<file path="src/rtl/commit_ctrl_pkg.sv">
// rtl/commit_ctrl_pkg.sv - shared types and constants for the in-order commit controller
package commit_ctrl_pkg;

    localparam int ROB_BIT_DEF = 4;

    typedef enum logic [1:0] {
        T_REG    = 2'd0,
        T_STORE  = 2'd1,
        T_BRANCH = 2'd2,
        T_HALT   = 2'd3
    } head_type_e;

    typedef enum logic [1:0] {
        S_IDLE       = 2'd0,
        S_STORE_WAIT = 2'd1,
        S_FLUSH      = 2'd2,
        S_HALTED     = 2'd3
    } commit_state_e;

endpackage

</file>
<file path="src/rtl/commit_ctrl_if.sv">
// rtl/commit_ctrl_if.sv - ROB head, register file, LSB and fetch signals around the commit controller
interface commit_ctrl_if
    import commit_ctrl_pkg::*;
#(
    parameter int ROB_BIT = ROB_BIT_DEF
);
    logic               head_valid;
    logic               head_ready;
    logic [ROB_BIT-1:0] head_entry;
    logic [1:0]         head_type;
    logic [4:0]         head_rd;
    logic [31:0]        head_value;
    logic               head_mispredict;
    logic [31:0]        head_target;
    logic               rob_pop;
    logic [4:0]         commit_reg_id;
    logic [31:0]        commit_reg_data;
    logic [ROB_BIT-1:0] commit_rob_entry;
    logic               store_go;
    logic [ROB_BIT-1:0] store_entry;
    logic               store_done;
    logic               redirect_valid;
    logic [31:0]        redirect_pc;
    logic               rob_clear_up;
    logic               halt;
    logic [31:0]        instret_cnt;
    logic [31:0]        flush_cnt;

    modport master (
        input  head_valid, head_ready, head_entry, head_type, head_rd, head_value,
               head_mispredict, head_target, store_done,
        output rob_pop, commit_reg_id, commit_reg_data, commit_rob_entry, store_go,
               store_entry, redirect_valid, redirect_pc, rob_clear_up, halt,
               instret_cnt, flush_cnt
    );

    modport slave (
        output head_valid, head_ready, head_entry, head_type, head_rd, head_value,
               head_mispredict, head_target, store_done,
        input  rob_pop, commit_reg_id, commit_reg_data, commit_rob_entry, store_go,
               store_entry, redirect_valid, redirect_pc, rob_clear_up, halt,
               instret_cnt, flush_cnt
    );
endinterface

</file>
<file path="src/rtl/commit_perf_cnt.sv">
// rtl/commit_perf_cnt.sv - retired-instruction and mispredict counters, wrapping at 2^32
module commit_perf_cnt (
    input  logic        clk_in,
    input  logic        rst_in,
    input  logic        pop,
    input  logic        redirect,
    output logic [31:0] instret_cnt,
    output logic [31:0] flush_cnt
);
    always_ff @(posedge clk_in) begin
        if (rst_in) begin
            instret_cnt <= 32'd0;
            flush_cnt   <= 32'd0;
        end else begin
            if (pop)      instret_cnt <= instret_cnt + 32'd1;
            if (redirect) flush_cnt   <= flush_cnt + 32'd1;
        end
    end
endmodule

</file>
<file path="src/rtl/commit_ctrl.sv">
// rtl/commit_ctrl.sv - in-order commit sequencer; COMMIT_PERF_CNT_EN adds the perf counters
module commit_ctrl
    import commit_ctrl_pkg::*;
#(
    parameter int ROB_BIT = ROB_BIT_DEF
) (
    input  logic         clk_in,
    input  logic         rst_in,
    input  logic         rdy_in,
    commit_ctrl_if.master bus
);
    commit_state_e      state;
    logic               active;
    logic               head_go;
    logic               pop;
    logic [4:0]         reg_id;
    logic [31:0]        reg_data;
    logic [ROB_BIT-1:0] reg_entry;
    logic               sgo;
    logic [ROB_BIT-1:0] sentry;
    logic               redir;
    logic [31:0]        redir_pc;
    logic               clear;
    logic               halted;
    logic [31:0]        instret;
    logic [31:0]        flushes;

    assign active  = rdy_in && !rst_in;
    assign head_go = bus.head_valid && bus.head_ready;

    always_ff @(posedge clk_in) begin
        if (rst_in) begin
            state <= S_IDLE;
        end else if (rdy_in) begin
            case (state)
                S_IDLE: if (head_go) begin
                    case (head_type_e'(bus.head_type))
                        T_STORE:  state <= S_STORE_WAIT;
                        T_BRANCH: if (bus.head_mispredict) state <= S_FLUSH;
                        T_HALT:   state <= S_HALTED;
                        default:  state <= S_IDLE;
                    endcase
                end
                S_STORE_WAIT: if (bus.store_done) state <= S_IDLE;
                S_FLUSH:      state <= S_IDLE;
                default:      state <= S_HALTED;
            endcase
        end
    end

    // Mealy decode: a retiring REG/BRANCH commits in the same cycle it is seen.
    always_comb begin
        pop       = 1'b0;
        reg_id    = 5'd0;
        reg_data  = 32'd0;
        reg_entry = '0;
        sgo       = 1'b0;
        sentry    = '0;
        redir     = 1'b0;
        redir_pc  = 32'd0;
        clear     = 1'b0;
        halted    = 1'b0;
        if (active) begin
            case (state)
                S_IDLE: if (head_go) begin
                    case (head_type_e'(bus.head_type))
                        T_REG, T_BRANCH: begin
                            pop       = 1'b1;
                            reg_id    = bus.head_rd;
                            reg_data  = bus.head_value;
                            reg_entry = bus.head_entry;
                            if (head_type_e'(bus.head_type) == T_BRANCH && bus.head_mispredict) begin
                                redir    = 1'b1;
                                redir_pc = bus.head_target;
                            end
                        end
                        T_STORE: begin
                            sgo    = 1'b1;
                            sentry = bus.head_entry;
                        end
                        default: pop = 1'b1;
                    endcase
                end
                S_STORE_WAIT: pop    = bus.store_done;
                S_FLUSH:      clear  = 1'b1;
                default:      halted = 1'b1;
            endcase
        end
    end

`ifdef COMMIT_PERF_CNT_EN
    commit_perf_cnt u_perf (
        .clk_in      (clk_in),
        .rst_in      (rst_in),
        .pop         (pop),
        .redirect    (redir),
        .instret_cnt (instret),
        .flush_cnt   (flushes)
    );
`else
    assign instret = 32'd0;
    assign flushes = 32'd0;
`endif

    assign bus.rob_pop          = pop;
    assign bus.commit_reg_id    = reg_id;
    assign bus.commit_reg_data  = reg_data;
    assign bus.commit_rob_entry = reg_entry;
    assign bus.store_go         = sgo;
    assign bus.store_entry      = sentry;
    assign bus.redirect_valid   = redir;
    assign bus.redirect_pc      = redir_pc;
    assign bus.rob_clear_up     = clear;
    assign bus.halt             = halted;
    assign bus.instret_cnt      = active ? instret : 32'd0;
    assign bus.flush_cnt        = active ? flushes : 32'd0;
endmodule
</file>
<file path="src/flat_wrapper.sv">
// flat-port wrapper written by rule: the top's interface ports become plain ports
module commit_ctrl_flat import commit_ctrl_pkg::*;
#(
    parameter int ROB_BIT = ROB_BIT_DEF
)
  (clk_in, rst_in, rdy_in, bus_head_valid, bus_head_ready, bus_head_entry, bus_head_type, bus_head_rd, bus_head_value, bus_head_mispredict, bus_head_target, bus_store_done, bus_rob_pop, bus_commit_reg_id, bus_commit_reg_data, bus_commit_rob_entry, bus_store_go, bus_store_entry, bus_redirect_valid, bus_redirect_pc, bus_rob_clear_up, bus_halt, bus_instret_cnt, bus_flush_cnt);
  commit_ctrl_if #(.ROB_BIT(ROB_BIT)) bus_i ();
  input  logic clk_in;
  input  logic rst_in;
  input  logic rdy_in;
  input wire logic [$bits(bus_i.head_valid)-1:0] bus_head_valid;
  input wire logic [$bits(bus_i.head_ready)-1:0] bus_head_ready;
  input wire logic [$bits(bus_i.head_entry)-1:0] bus_head_entry;
  input wire logic [$bits(bus_i.head_type)-1:0] bus_head_type;
  input wire logic [$bits(bus_i.head_rd)-1:0] bus_head_rd;
  input wire logic [$bits(bus_i.head_value)-1:0] bus_head_value;
  input wire logic [$bits(bus_i.head_mispredict)-1:0] bus_head_mispredict;
  input wire logic [$bits(bus_i.head_target)-1:0] bus_head_target;
  input wire logic [$bits(bus_i.store_done)-1:0] bus_store_done;
  output wire logic [$bits(bus_i.rob_pop)-1:0] bus_rob_pop;
  output wire logic [$bits(bus_i.commit_reg_id)-1:0] bus_commit_reg_id;
  output wire logic [$bits(bus_i.commit_reg_data)-1:0] bus_commit_reg_data;
  output wire logic [$bits(bus_i.commit_rob_entry)-1:0] bus_commit_rob_entry;
  output wire logic [$bits(bus_i.store_go)-1:0] bus_store_go;
  output wire logic [$bits(bus_i.store_entry)-1:0] bus_store_entry;
  output wire logic [$bits(bus_i.redirect_valid)-1:0] bus_redirect_valid;
  output wire logic [$bits(bus_i.redirect_pc)-1:0] bus_redirect_pc;
  output wire logic [$bits(bus_i.rob_clear_up)-1:0] bus_rob_clear_up;
  output wire logic [$bits(bus_i.halt)-1:0] bus_halt;
  output wire logic [$bits(bus_i.instret_cnt)-1:0] bus_instret_cnt;
  output wire logic [$bits(bus_i.flush_cnt)-1:0] bus_flush_cnt;
  assign bus_i.head_valid = bus_head_valid;
  assign bus_i.head_ready = bus_head_ready;
  assign bus_i.head_entry = bus_head_entry;
  assign bus_i.head_type = bus_head_type;
  assign bus_i.head_rd = bus_head_rd;
  assign bus_i.head_value = bus_head_value;
  assign bus_i.head_mispredict = bus_head_mispredict;
  assign bus_i.head_target = bus_head_target;
  assign bus_i.store_done = bus_store_done;
  assign bus_rob_pop = bus_i.rob_pop;
  assign bus_commit_reg_id = bus_i.commit_reg_id;
  assign bus_commit_reg_data = bus_i.commit_reg_data;
  assign bus_commit_rob_entry = bus_i.commit_rob_entry;
  assign bus_store_go = bus_i.store_go;
  assign bus_store_entry = bus_i.store_entry;
  assign bus_redirect_valid = bus_i.redirect_valid;
  assign bus_redirect_pc = bus_i.redirect_pc;
  assign bus_rob_clear_up = bus_i.rob_clear_up;
  assign bus_halt = bus_i.halt;
  assign bus_instret_cnt = bus_i.instret_cnt;
  assign bus_flush_cnt = bus_i.flush_cnt;
  commit_ctrl #(.ROB_BIT(ROB_BIT)) u_core (.clk_in(clk_in), .rst_in(rst_in), .rdy_in(rdy_in), .bus(bus_i));
endmodule
</file>
<file path="config.mk">
export PLATFORM = sky130hd
export DESIGN_NAME = commit_ctrl_flat
export DESIGN_NICKNAME = d
export VERILOG_FILES = /design/src/rtl/commit_ctrl_pkg.sv /design/src/rtl/commit_ctrl_if.sv /design/src/rtl/commit_perf_cnt.sv /design/src/rtl/commit_ctrl.sv /design/src/flat_wrapper.sv
export SDC_FILE = /design/constraint.sdc
export NUM_CORES = 1
export LEC_CHECK = 0
export CAP_MARGIN = 20
export CORE_AREA = 2 2 88 90
export DETAILED_ROUTE_END_ITERATION = 16
export DIE_AREA = 0 0 90 92
export GPL_ROUTABILITY_DRIVEN = 0
export PLACE_DENSITY = 0.83
export SETUP_SLACK_MARGIN = 0.02
export SYNTH_ARGS = -nofsm -noshare
export SYNTH_HDL_FRONTEND = slang
export SYNTH_SLANG_ARGS = --single-unit
export TNS_END_PERCENT = 50
</file>
<file path="constraint.sdc">
create_clock -name clk_in -period 3.1 [get_ports clk_in]
set_input_delay 0.775 -clock clk_in [delete_from_list [all_inputs] [get_ports clk_in]]
set_output_delay 0.775 -clock clk_in [all_outputs]
set_load 0.02 [all_outputs]
</file>
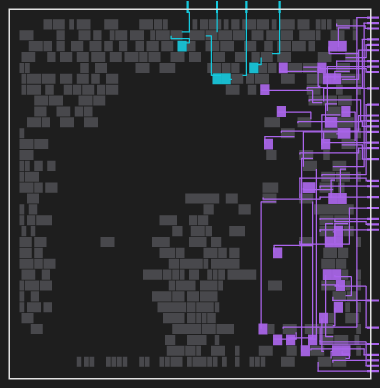
Fig. 1. Nets reached from selected ports (run 1).
Scale: 4 px per µm.
- purple: bus_head_target (bits 32; direction input; edge right; end cells 32; buffers 32; wire 1050 µm)
- cyan: bus_commit_rob_entry (bits 4; direction output; edge top; end cells 4; buffers 4; wire 66.1 µm)
IO Pins: 228
port bufs: 163

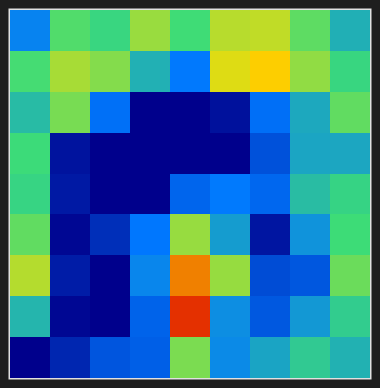
Fig. 2. Cell density map (run 1).
Scale: 4 px per µm. The die is cut into 9 by 9 equal tiles; dark blue is low, red is high, 0 to 100% covered.
- emptiest ninth of the die: bottom left
- mean over tiles: 33%
- fullest tile: 95%
- tiles over 75% full: 3.7%
Core ar.: 7447 µm²
Layout Utilization: 38.88%

==> notes.md, run 1 <==
flow finished, numbers: Max clock buf depth=2, WP data required=2320 ps, Max-area cell class=buffers, yosys adder share=3.850%, R2R cell count=5, Dominant Register Cell=dfxtp_1, met3 routed WL=635 µm, share of cells above drive strength 1=13.84%, status=finished clean, Final ANT Viol Nets=0, Top reg by flops=u_core.state, vias in the first global route=1502, RR Endpoint=u_core.state[0], crit path cell chain=clkdlybuf4s50_1 -> nand2_2 -> nor3_4 -> buf_4 -> buf_6 -> buf_16 -> and2_1 -> buf_2, vias per cell=3.505, Hold Vio Cnt, Final=0, power share of the combinational group=66.6%, Fin Hold WS=555.1 ps, htree depth=1, TritonCTS clock tree=done, Post-synth seq share=3.080%, flop share of the area=1.383%, most frequent cells after synthesis=and2_1 (77), buf_4 (64), Worst Hold Path Cells=2, post-layout worst setup margin=~110 ps, Pint=roughly 240 µW, crit-path max cell delay=500 ps, Overall Power=399.2 µW, vias=1602, placed insts=450, M3 GR Usage=4.766%, post-route clock period utilization=96.44%, Worst-path clk slew=30 ps, Final Non-Filler Cells=457, ys cells=between 150 and 200, crit path buf inv count=5, Worst VDD drop=0.08281 mV, Power Clock=101 µW, hold_buf cts=0, grt ovf=0, CP top delay family=buffers and inverters, most common cell in the netlist=and2_1, FF+latch area=around 40 µm², Placed Area=2856 µm², finished layout cell area=2895 µm², pwr/cell area=137.9 nW/µm², DR WL/cell=12.02 µm, Clk Tree Root Cell=clkbuf_8
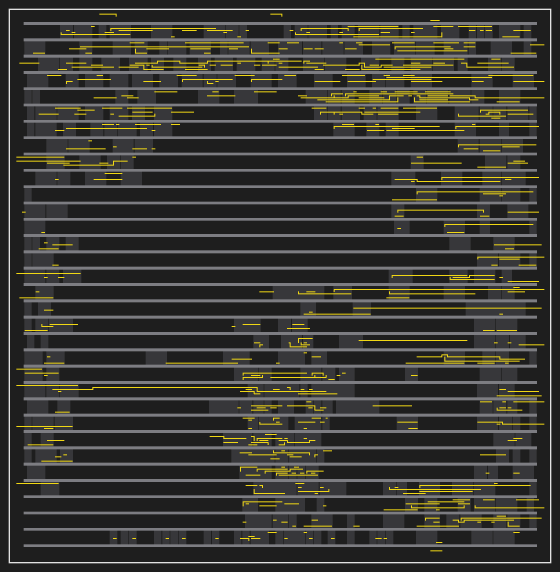
Fig. 3. Met1 routing (run 1).
Scale: 6 px per µm. Supply wires on this layer in grey. Cells faint in the background.
- wire length on this layer: 1870 µm
- longest straight run: 35.0 µm
DRT Wirelength: 5.495 mm
grt met1 use: 12.37%

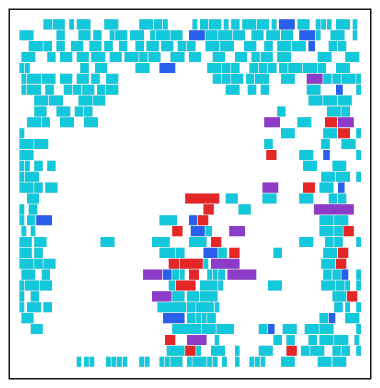
Fig. 4. Drive-strength map (run 1).
Scale: 4 px per µm.
- cyan: drive 1 or less (cells 305)
- purple: drive 6 and up (cells 11)
- red: drive 3 to 4 (cells 21)
- blue: drive 2 (cells 17)

Fig. 5: run 1, placed standard cells
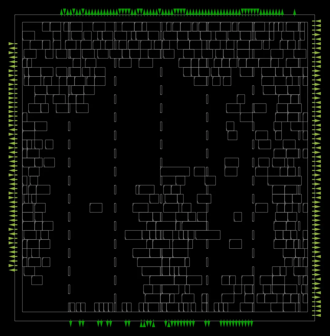

--- run 2 (diff from run 1) ---
HOLD_SLACK_MARGIN = 0.12   (was default)
SKIP_CTS_REPAIR_TIMING = 1   (was default)
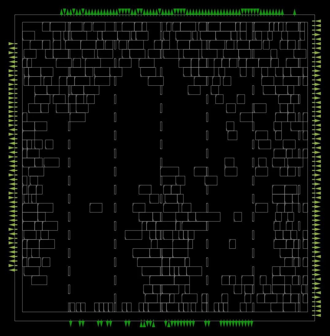
Fig. 6. Placed standard cells (run 2).
Layout Utilization: 38.44%
Tap Cells: 102
Site Rows: 32
seq_cells: 2
Final Non-Filler Cells: 453

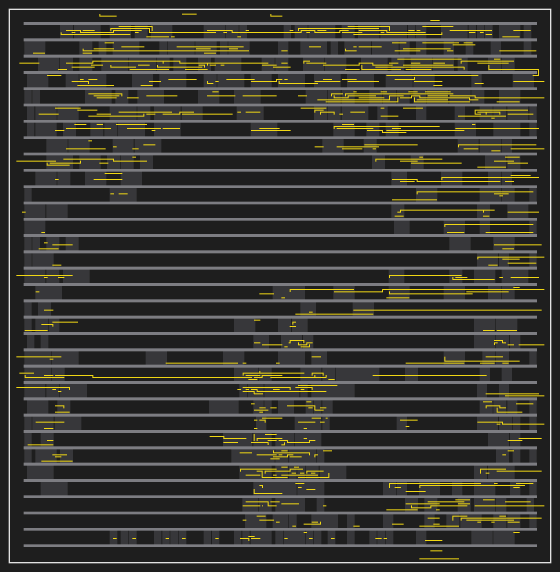
Fig. 7. Met1 routing (run 2).
Scale: 6 px per µm. Supply wires on this layer in grey. Cells faint in the background.
- main direction: horizontal
- share of all routed wire: 34%
grt met1 use: 11.97%
vias: 1577
DRT Wirelength: 5.596 mm

==> run 2 against run 1 <==
Utilization shrank 0.44 points; synthesized area did not move; first-iteration DRC count shrank 9.1%; wire length up 1.8%; largest power group unchanged.
==> notes.md, run 2 <==
flow finished, numbers: crit path buf inv count=3 (-2), Max Fclk=roughly 0.33 GHz, power share of the combinational group=66.6% (about the same), post-layout worst setup margin=95.68 ps (-14.71 ps), clock network area share=between 1 and 1.5%, Top reg by flops=u_core.state, FF+latch area=40.04 µm² (unchanged), Worst VDD drop=0.08554 mV (+3.3%), Async SR Flop Fraction=0%, Clk Tree Root Cell=clkbuf_8, R2R Path Start=u_core.state[1], TritonCTS clock tree=done, Synth cell types=23, Core Util at FP=17.46%, Max clock buf depth=2 (unchanged), placed insts=450 (unchanged), finished layout cell area=2863 µm² (-1.1%), ys cells=183 (unchanged), DR WL/cell=12.35 µm (+2.7%), Final ANT Viol Nets=0 (unchanged), CP top delay family=buffers and inverters, crit path cell chain=clkdlybuf4s50_1 -> nand4b_2 -> nor2_2 -> buf_12 -> and2_1 -> dlymetal6s2s_1, post-route clock period utilization=96.91% (+0.47 points), IO Pins=228 (unchanged), most common cell in the netlist=and2_1, DR pass1 iterations=3, Overall Power=398.3 µW (-0.22%), RR Endpoint=u_core.state[1], Worst Hold Path Cells=2 (unchanged), Core ar.=7447 µm² (unchanged), M1 wire length=1.926 mm, yosys adder share=3.850% (unchanged), Layout clock buffers=3, fillers=764, # setup viols final=0, initial antenna violation count=0, met3 routed WL=644 µm (+1.4%), CTS buffer count=3, Syn Inst Count=183, flop share of the area=1.399% (+0.016 points), grt ovf=0 (unchanged), max FFs per register=2, Place WS=-345.2 ps, Routed met2 length=a little over 3 mm, GRT Util Overall=a little under an eighth, CP startpoint=bus_head_type[0], Yosys warning count=0, most frequent cells after synthesis=and2_1 (77), buf_4 (64), min-delay worst type=reg -> reg, top layer used by detailed routing=met3, startpoint types=input port, global-route wire length before repair=7.714 mm, Pint=242.8 µW (+0.64%), Worst Hold Launch=u_core.state[1], status=finished clean, Die ar.=about 8300 µm², Max-area cell class=buffers, Iteration-0 DRC Markers=20, pwr/cell area=139.1 nW/µm² (+0.92%), Power Clock=100 µW (about the same), CTS Sinks=2, Synth mux share=0%, met2 usage=22.37%, vias per cell=3.481 (-0.69%), WP data required=2320 ps (about the same), Worst-path clk slew=30 ps (about the same), share of cells above drive strength 1=15.10% (+1.3 points), Complex Gates by Area=4.427%, htree depth=1 (unchanged), syn_area_per_cell=~7 µm², Placed Area=2856 µm² (unchanged), R2R cell count=5 (unchanged), Hold Vio Cnt, Final=0 (unchanged), Post-synth EDFFs=0, Fin Hold WS=555.6 ps (+0.5720 ps), crit-path max cell delay=410 ps (-90 ps), Dominant Register Cell=dfxtp_1, port bufs=163 (unchanged), inverter count=4, M3 GR Usage=4.601% (-0.16 points), post-synth top area share=37.05%, vias in the first global route=1470 (-2.1%), Post-synth regs=2, Post-synth seq share=3.080% (unchanged)
Power figures rest on the tool's default switching activity, not on a simulated workload.
